--- src/rtl/stk_pipe_mem_prev_ctrl.sv ---
// stk_pipe_mem_prev_ctrl: arbitrates write/read requests onto the 1024x12 "prev" pointer SRAM port and queues read responses.
// Optional build macro: STK_PIPE_MEM_PREV_CTRL_INIT_EN (zero-fill sweep of the SRAM after reset).
// Ports:
//   clk, arst_n                              clock, asynchronous active-low reset
//   i_wr_vld/i_wr_addr/i_wr_data/o_wr_rdy    write request stream
//   i_rd_vld/i_rd_addr/o_rd_rdy              read request stream
//   o_rsp_vld/o_rsp_addr/o_rsp_data/i_rsp_rdy read response stream (FIFO output)
//   o_sram_addr/o_sram_din/o_sram_ce/o_sram_oe/i_sram_dout  SRAM RW port
//   o_busy                                   init sweep, read in flight, or responses queued
module stk_pipe_mem_prev_ctrl #(
  parameter int W = 12,
  parameter int N = 1024,
  parameter int WR_BURST_MAX = 4,
  parameter int RSP_DEPTH = 2,
  localparam int AW = $clog2(N)
) (
  input  logic          clk,
  input  logic          arst_n,
  input  logic          i_wr_vld,
  input  logic [AW-1:0] i_wr_addr,
  input  logic [W-1:0]  i_wr_data,
  output logic          o_wr_rdy,
  input  logic          i_rd_vld,
  input  logic [AW-1:0] i_rd_addr,
  output logic          o_rd_rdy,
  output logic          o_rsp_vld,
  output logic [AW-1:0] o_rsp_addr,
  output logic [W-1:0]  o_rsp_data,
  input  logic          i_rsp_rdy,
  output logic [AW-1:0] o_sram_addr,
  output logic [W-1:0]  o_sram_din,
  output logic          o_sram_ce,
  output logic          o_sram_oe,
  input  logic [W-1:0]  i_sram_dout,
  output logic          o_busy
);
  localparam int PW = $clog2(RSP_DEPTH);
  localparam int CW = PW + 1;
  logic          init, run;
  logic [AW-1:0] init_addr;
`ifdef STK_PIPE_MEM_PREV_CTRL_INIT_EN
  typedef enum logic {INIT, RUN} state_e;
  state_e        state_q;
  logic [AW-1:0] init_cnt_q;
  always_ff @(posedge clk or negedge arst_n)
    if (!arst_n) begin
      state_q    <= INIT;
      init_cnt_q <= '0;
    end else if (state_q == INIT) begin
      init_cnt_q <= init_cnt_q + AW'(1);
      if (init_cnt_q == AW'(N - 1)) state_q <= RUN;
    end
  assign init      = state_q == INIT;
  assign init_addr = init_cnt_q;
`else
  assign init      = 1'b0;
  assign init_addr = '0;
`endif
  logic [CW-1:0]      cnt_q;
  logic [PW-1:0]      wp_q, rp_q;
  logic [AW+W-1:0]    mem_q [RSP_DEPTH];
  logic               inflight_q;
  logic [3:0]         wr_cnt_q, wr_cnt_d;
  logic [AW-1:0]      addr_q;
  logic [W-1:0]       din_q;
  logic               credit, burst_full, wr_gnt, rd_gnt, push, pop;
  // reset gates the grants directly so ce and both rdy drop the moment arst_n falls
  assign run        = arst_n & ~init;
  assign credit     = (cnt_q + CW'(inflight_q)) < CW'(RSP_DEPTH);
  assign burst_full = wr_cnt_q == 4'(WR_BURST_MAX);
  assign o_wr_rdy   = run & ~(burst_full & i_rd_vld & credit);
  assign o_rd_rdy   = run & credit & (burst_full | ~i_wr_vld);
  assign wr_gnt     = i_wr_vld & o_wr_rdy;
  assign rd_gnt     = i_rd_vld & o_rd_rdy;
  assign o_sram_ce  = wr_gnt | rd_gnt | (init & arst_n);
  assign o_sram_oe  = rd_gnt;
  assign o_sram_addr = init ? init_addr : rd_gnt ? i_rd_addr : wr_gnt ? i_wr_addr : addr_q;
  assign o_sram_din  = init ? '0 : wr_gnt ? i_wr_data : din_q;
  assign wr_cnt_d   = (rd_gnt | ~i_rd_vld) ? 4'd0 : (wr_gnt & ~burst_full) ? wr_cnt_q + 4'd1 : wr_cnt_q;
  // the read address is still held in addr_q during the data-return cycle
  assign push       = inflight_q;
  assign pop        = o_rsp_vld & i_rsp_rdy;
  assign o_rsp_vld  = cnt_q != '0;
  assign {o_rsp_addr, o_rsp_data} = mem_q[rp_q];
  assign o_busy     = init | inflight_q | o_rsp_vld;
  always_ff @(posedge clk or negedge arst_n)
    if (!arst_n) begin
      cnt_q      <= '0;
      wp_q       <= '0;
      rp_q       <= '0;
      inflight_q <= 1'b0;
      wr_cnt_q   <= '0;
      addr_q     <= '0;
      din_q      <= '0;
    end else begin
      cnt_q      <= cnt_q + CW'(push) - CW'(pop);
      wp_q       <= wp_q + PW'(push);
      rp_q       <= rp_q + PW'(pop);
      inflight_q <= rd_gnt;
      wr_cnt_q   <= wr_cnt_d;
      if (o_sram_ce) begin
        addr_q <= o_sram_addr;
        din_q  <= o_sram_din;
      end
    end
  always_ff @(posedge clk)
    if (push) mem_q[wp_q] <= {addr_q, i_sram_dout};
endmodule

--- config.mk ---
export PLATFORM = sky130hd
export DESIGN_NAME = stk_pipe_mem_prev_ctrl
export DESIGN_NICKNAME = d
export VERILOG_FILES = /design/src/rtl/stk_pipe_mem_prev_ctrl.sv
export SDC_FILE = /design/constraint.sdc
export NUM_CORES = 1
export LEC_CHECK = 0
export CAP_MARGIN = 20
export CELL_PAD_IN_SITES_DETAIL_PLACEMENT = 2
export CELL_PAD_IN_SITES_GLOBAL_PLACEMENT = 2
export CORE_MARGIN = 2
export CORE_UTILIZATION = 32
export DETAILED_ROUTE_END_ITERATION = 16
export GPL_TIMING_DRIVEN = 1
export PLACE_DENSITY = 0.75
export SYNTH_ARGS = -nofsm -noshare
export SYNTH_HDL_FRONTEND = slang
export SYNTH_SLANG_ARGS = --single-unit
--- constraint.sdc ---
create_clock -name clk -period 2.3 [get_ports clk]
set_input_delay 0.345 -clock clk [delete_from_list [all_inputs] [get_ports clk]]
set_output_delay 0.345 -clock clk [all_outputs]
set_load 0.005 [all_outputs]
==> run summary, run 1 <==
fresh numbers from the pnr run: Fillers=996, status=finished, violations left, Clk pwr share=0.288, Top Usage Layer GRT=met2, setup violators final=22, Synth async-reset ratio=0.4133, CP startpoint=cnt_q[0], total power=4.743 mW, Final nets=around 420, failing checks=setup timing, setup ws final=-254.5 ps, Post-synth regs=about 75, Vias=about 2,500, fin crit period=2555 ps, largest area contributor in the netlist=edfxtp_1, pwr/cell area=a little over 900 nW/um2, # rows=37, clock skew=approximately 10 ps, crit path DAT=2210 ps, Clock Tree Root=clkbuf_8, DR pass1 iterations=4, Register-to-Register Path Depth=9, initial antenna violation count=0, Max-slew headroom=0.7044
[run 1: how the worst max path moves through the flow]
| stage | to | slack, ps | cells after the start |
|---|---|---|---|
| 2_1_floorplan | o_sram_din[0] | 210 | 7 |
| 3_3_place_gp | o_sram_addr[2] | -340 | 6 |
| 3_5_place_dp | o_sram_addr[1] | -380 | 6 |
| 4_1_cts | o_sram_addr[6] | -250 | 9 |
| 5_1_grt | o_sram_din[2] | -330 | 8 |
| 6_report | o_sram_din[5] | -250 | 8 |
[run 1: sequential cells by signal, summed over array words and instances (netlist names)]
signal      flops
mem_q          44
din_q          12
addr_q         10
wr_cnt_q        4
cnt_q           2
inflight_q      1
rp_q            1
wp_q            1
[run 1: cell type report]
| type | instances | share of cell area |
|---|---|---|
| clock buffers | 10 | 0.02436 |
| clock inverters | 6 | 0.02627 |
| inverters | 19 | 0.01361 |
| multi-input cells | 113 | 0.2276 |
| flip-flops and latches | 75 | 0.4003 |
| well taps | 136 | 0.03248 |
| repair buffers | 151 | 0.2754 |
[run 1: critical path: cells and delay by family, from the launching register on]
kind / cells / cell delay [ps]
compound gates: 1 / 210
mux: 1 / 310
fa+ha+maj: 1 / 210
xor+xnor: 1 / 150
flops: 1 / 400
buf+inv: 4 / 580
[run 1: timing repair]
action	4_1_cts	5_1_grt
cloned	3	0
hold endpoints to repair	8	0
pin swaps	15	7
setup buffers	14	4
gates resized	121	5
endpoints found under the setup margin	26	24
hold buffers	1	0
[run 1: cell families after synthesis]
logic type      count (synthesis)  synth area share
simple gates                   15           0.02580
xor+xnor                        3          0.009813
mux                            46            0.1722
fa+ha+maj                       6           0.02180
flops                          75            0.6090
buf+inv                        31           0.04978
compound gates                 43            0.1116
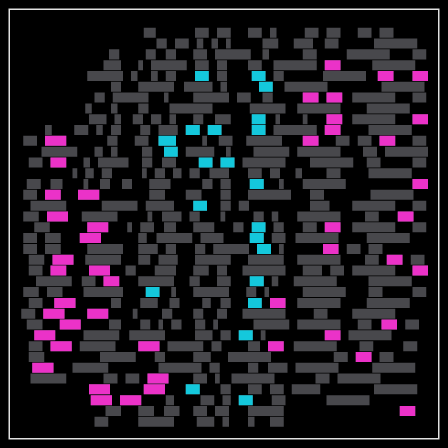
*Gate-type map, run 1*
[mux cells] magenta | cells: 46 | most used: mux2_2 | where: spread over the die
[non-inverting ao/oa cells] cyan | cells: 22 | most used: a221o_1
most frequent logic cell in the layout: clkdlybuf4s50_1
Layout Cells excl Fill: 510
logic share of the area: 0.2276

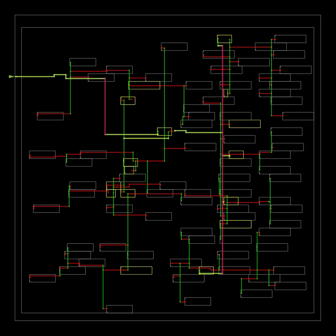
*Clock wiring as the flow saved it, run 1*
clk ins delay skew pair: 350 ps
clock buffer count: 10

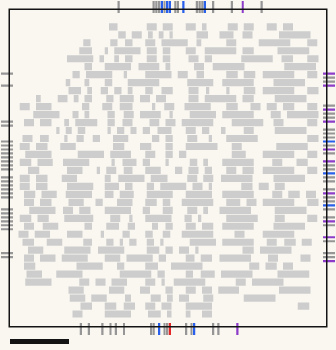
*Pin map, run 1*
Bar = 20 um. Pins as bars across the die edge, other pins in grey.
[`o_sram_addr`] blue | pins: 10 | direction: output | edge: 5 north, 3 east, 2 south
[`o_rsp_vld`] red | pins: 1 | direction: output | edge: south
[`i_sram_dout`] purple | pins: 12 | direction: input | edge: 10 east, 1 north, 1 south
all pins by edge: 36 east, 26 west, 19 north, 18 south
number of port buffers: 98
Die Span Y: 107.7 um
Die X: 107.7 um

### Signal metal coverage by tile, run 1

22 x 22 tiles, from white (low) to dark blue (high), scaled to the fullest tile. Values are wire area over tile area, all layers added.
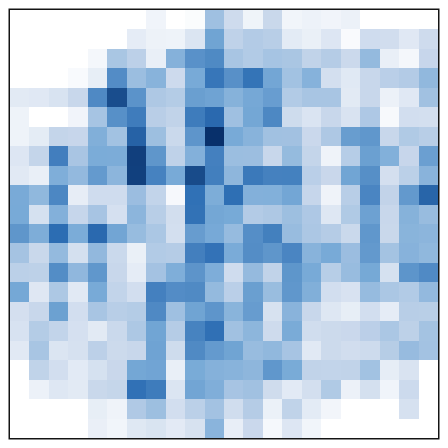

==> inputs of run 2 (changes only) <==
--- a/config.mk
+++ b/config.mk
@@ -8,7 +8,6 @@
 export CAP_MARGIN = 20
 export CELL_PAD_IN_SITES_DETAIL_PLACEMENT = 2
 export CELL_PAD_IN_SITES_GLOBAL_PLACEMENT = 2
-export CORE_MARGIN = 2
 export CORE_UTILIZATION = 32
 export DETAILED_ROUTE_END_ITERATION = 16
 export GPL_TIMING_DRIVEN = 1
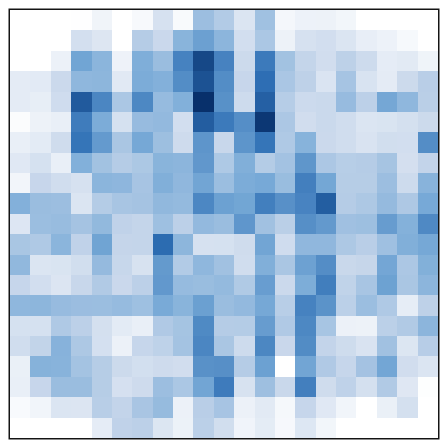
*Signal metal coverage by tile, run 2*
21 x 21 tiles, from white (low) to dark blue (high), scaled to the fullest tile. Values are wire area over tile area, all layers added.
emptiest ninth of the die: north-east
mean over tiles: 0.15
nearly empty tiles: 6.8%
fullest tile: 0.46
tiles over half the peak: 18%
routed len/inst: 20.60 um
Vias: 2,547
wirelength, routed: 10,570 um
GR Util All Layers: 0.1998

==> run summary, run 2 <==
fresh numbers from the pnr run: DR pass1 iterations=4 (unchanged), buffer and inverter count on the worst path=5 (+1), clk ins delay skew pair=360 ps (about the same), Max-slew headroom=0.6271 (-0.07732), # rows=37 (unchanged), top flop regs=mem_q: 44 flops, din_q: 12 flops, addr_q: 10 flops, largest area contributor in the netlist=edfxtp_1, Main logic family=multiplexers, Final nets=427 (+0.71%), setup ws final=-298.5 ps (-43.94 ps), aoi share=0.1116 (unchanged), clock skew=10.64 ps (+0.1520 ps), Post-synth regs=75 (unchanged), fin crit period=2598 ps (+43.94 ps), mux contribution to synthesized area=0.1722 (unchanged), simple-gate share of the synthesized area=0.02580 (unchanged), Synth async-reset ratio=0.4133 (unchanged), number of port buffers=98 (unchanged), status=finished, violations left, failing checks=setup timing, setup violators final=23 (+4.5%), area fraction in xor and xnor cells=0.009811 (unchanged), pwr/cell area=869.8 nW/um2 (-3.9%), max reg flops=44 (unchanged), initial antenna violation count=0 (unchanged), Clock Tree Root=clkbuf_8, crit path DAT=2250 ps (+40 ps)
run 2: layout make-up:
type                    count  area [um2]
well taps                 136       170.2
fillers                  1025        5218
flip-flops and latches     75        2097
clock inverters             6       71.32
multi-input cells         113        1191
clock buffers              10       137.6
inverters                  19       71.32
repair buffers            154        1414
run 2: layer usage:
layer  global-route usage  share of wire  vias up
li1                     -              -     1154
met1               0.2317           0.41     1304
met2               0.3548           0.53       72
met3              0.04700          0.044       17
met4              0.07738          0.017        0
met5                    0              0        -
run 2: timing repair:
action | in CTS | in global routing
gates cloned | 3 | 0
hold buffers | 0 | 0
setup buffers | 22 | 2
pin swaps | 10 | 8
endpoints found under the setup margin | 26 | 34
gates resized | 128 | 9
run 2: path summary, 6_finish.rpt:
kind | startpoint | end | cells past startpoint
max | inflight_q | o_sram_addr[9] | 9
min | arst_n | wr_cnt_q[3] | 2
max reg2reg | inflight_q | addr_q[1] | 10
min reg2reg | addr_q[5] | mem_q[0][17] | 0
max in group asynchronous | arst_n | din_q[6] | 2
min in group clk | addr_q[5] | mem_q[0][17] | 0
run 2: cell families (layout without fill, tap and decap cells):
kind of cell / Yosys count / in the layout
AOI/OAI and AO/OA: 43 / 43
xor gates and xnor gates: 3 / 3
adders and majority gates: 6 / 6
buffers and inverters: 31 / 189
DFF: 75 / 75
muxes: 46 / 46
and+or+nand+nor: 15 / 15
run 2: where the power goes:
part | leakage [nW] | total (mW) | internal [mW] | switching, mW
Sequential | 0.780 | 1.72 | 1.62 | 0.100
Clock | 0.0995 | 1.09 | 0.541 | 0.550
Combinational | 1.25 | 1.67 | 1.01 | 0.666
### Gate-type map, run 2

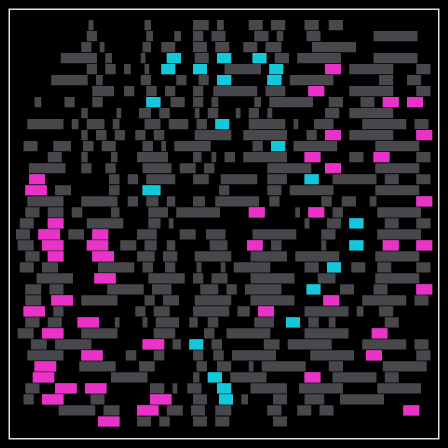

==> inputs of run 3 (changes only) <==
--- a/config.mk
+++ b/config.mk
@@ -8,10 +8,11 @@
 export CAP_MARGIN = 20
 export CELL_PAD_IN_SITES_DETAIL_PLACEMENT = 2
 export CELL_PAD_IN_SITES_GLOBAL_PLACEMENT = 2
-export CORE_UTILIZATION = 32
+export CORE_UTILIZATION = 34
+export CTS_BUF_LIST = sky130_fd_sc_hd__clkbuf_8
 export DETAILED_ROUTE_END_ITERATION = 16
 export GPL_TIMING_DRIVEN = 1
-export PLACE_DENSITY = 0.75
+export PLACE_DENSITY = 0.79
 export SYNTH_ARGS = -nofsm -noshare
 export SYNTH_HDL_FRONTEND = slang
 export SYNTH_SLANG_ARGS = --single-unit
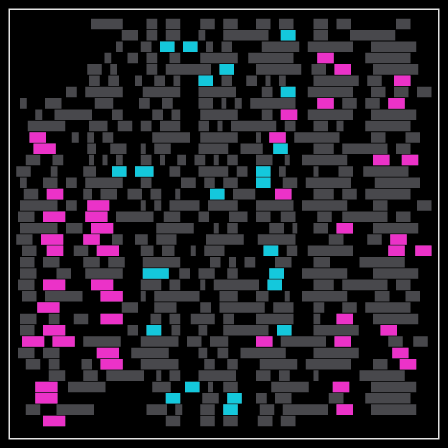
*Gate-type map, run 3*
[non-inverting ao/oa cells] cyan | cells: 22 | most used: a221o_1
[mux cells] magenta | cells: 46 | most used: mux2_2 | where: spread over the die
logic share of the area: 0.2263
Layout Cells excl Fill: 517

==> run summary, run 3 <==
fresh numbers from the pnr run: status=finished, violations left, failing checks=setup timing, clock skew=13.10 ps (+2.464 ps), Fillers=926 (-9.7%), Vias=2,602 (+2.2%), DP Cell Count=469, Max-slew headroom=0.6635 (+0.03645), DR pass1 iterations=4 (unchanged), yosys stat area=roughly 3400 um2, Seq pwr share=0.358 (-0.025), fin crit period=2648 ps (+49.22 ps), initial antenna violation count=0 (unchanged), Logic cell area=1204 um2 (+1.1%), Psw=1.358 mW (+3.1%), wirelength, routed=11,740 um (+11%), buffer and inverter count on the worst path=5 (unchanged), Clock Tree Root=clkbuf_8, Logic pwr share=0.355 (-0.018), largest area contributor in the netlist=edfxtp_1, Final Hold Vio Count=0, P_clk=1.39 mW (+28%), number of port buffers=98 (unchanged), FF/Latch Area=2097 um2 (unchanged), sequential cell power=1.73 mW (about the same), Synth async-reset ratio=0.4133 (unchanged), routed len/inst=22.70 um (+10%), GR Util All Layers=0.2250 (+0.02526), clk ins delay skew pair=350 ps (about the same), sw frac=0.2813 (-0.01260), Min Hold Slack=between 100 and 150 ps, Max power group=registers, Final nets=434 (+1.6%), setup ws final=-347.7 ps (-49.22 ps), Residual DRC=0, crit path DAT=2300 ps (+50 ps), setup violators final=23 (unchanged), pwr/cell area=908.0 nW/um2 (+4.4%), Power Internal=3.471 mW (+9.7%), Clk pwr share=0.287 (+0.044), Final Core Density=0.5442
run 3: cell counts after synthesis:
Identical to the previous run, type by type.
run 3: layout make-up:
class                      count  share of cell area
clock buffer                   9             0.02329
multi-input combinational    113              0.2263
clock inverter                 7             0.02658
timing repair buffer         161              0.2849
sequential                    75              0.3943
tap                          133             0.03129
inverter                      19             0.01341
run 3: final timing paths:
| check | from | to | slack, ps | cells after the start |
|---|---|---|---|---|
| min in group clk | arst_n | wr_cnt_q[2] | 430 | 4 |
| hold / removal | arst_n | din_q[5] | 120 | 2 |
| setup reg to reg | wr_cnt_q[1] | addr_q[8] | 40 | 11 |
| setup / recovery | wr_cnt_q[1] | o_sram_addr[1] | -350 | 9 |
| hold reg to reg | addr_q[4] | mem_q[1][16] | 490 | 0 |
| max in group asynchronous | arst_n | addr_q[0] | 1690 | 3 |
run 3: timing repair:
item | CTS | global route
buffers inserted | 25 | 9
hold endpoints to repair | 1 | 0
cloned | 2 | 0
hold buffers | 1 | 0
pin swaps | 9 | 9
endpoints found under the setup margin | 26 | 43
gates resized | 131 | 16
run 3: kinds of logic (layout without fill, tap and decap cells):
family | after synthesis | in the layout | share of synthesized area
flip-flops | 75 | 75 | 0.6090
multiplexers | 46 | 46 | 0.1722
AND-OR/OR-AND | 43 | 43 | 0.1116
buffers and inverters | 31 | 196 | 0.04978
AND/OR/NAND/NOR | 15 | 15 | 0.02580
adder cells (fa/ha/maj) | 6 | 6 | 0.02180
XOR/XNOR | 3 | 3 | 0.009813
run 3: per-layer routing:
metal  track usage  vias up  routed length, um
li1              -     1164                  -
met1        0.2304     1322               4237
met2        0.4179       94               6480
met3       0.06305       22                751
met4        0.1121        0                268
met5             0        -                  0

==> notes/layouts.md <==
Pictures saved along the way, in no particular order.

Zoomed window.
Plate I
Bar = 5 um. Region (41, 62) to (61, 82) um. Cells in grey, sequential cells in the stronger grey; small squares are vias.
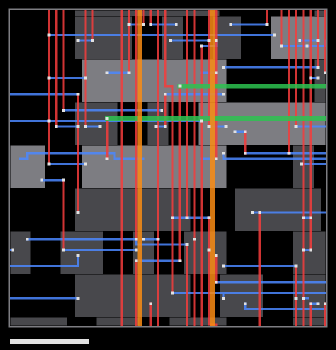
Plate II
Bar = 5 um. Region (44, 65) to (64, 85) um. Cells in grey, sequential cells in the stronger grey; small squares are vias.
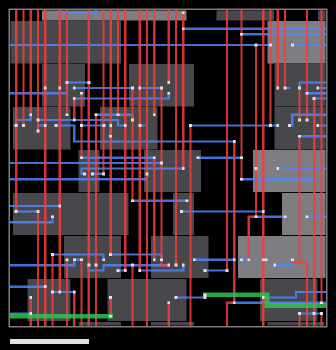
Plate III
Bar = 5 um. Region (43, 64) to (63, 84) um. Cells in grey, sequential cells in the stronger grey; small squares are vias.
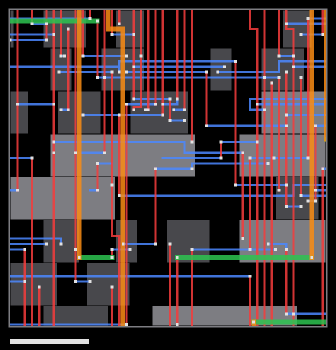
Run 3 is Plate I.
Run 1 is Plate II.
Run 2 is Plate III.

Key to Plate I:
[metal 1] blue
[metal 4] orange
[metal 2] red
[metal 3] green
sequential cells in the window: 3
cells with their middle in the window: 19
netlist names of flops here include: `addr_q` (2), `mem_q` (1)
most frequent: inv_1 (3), buf_4 (3)

No activity file was given, so power comes from the tool's default toggle rates.
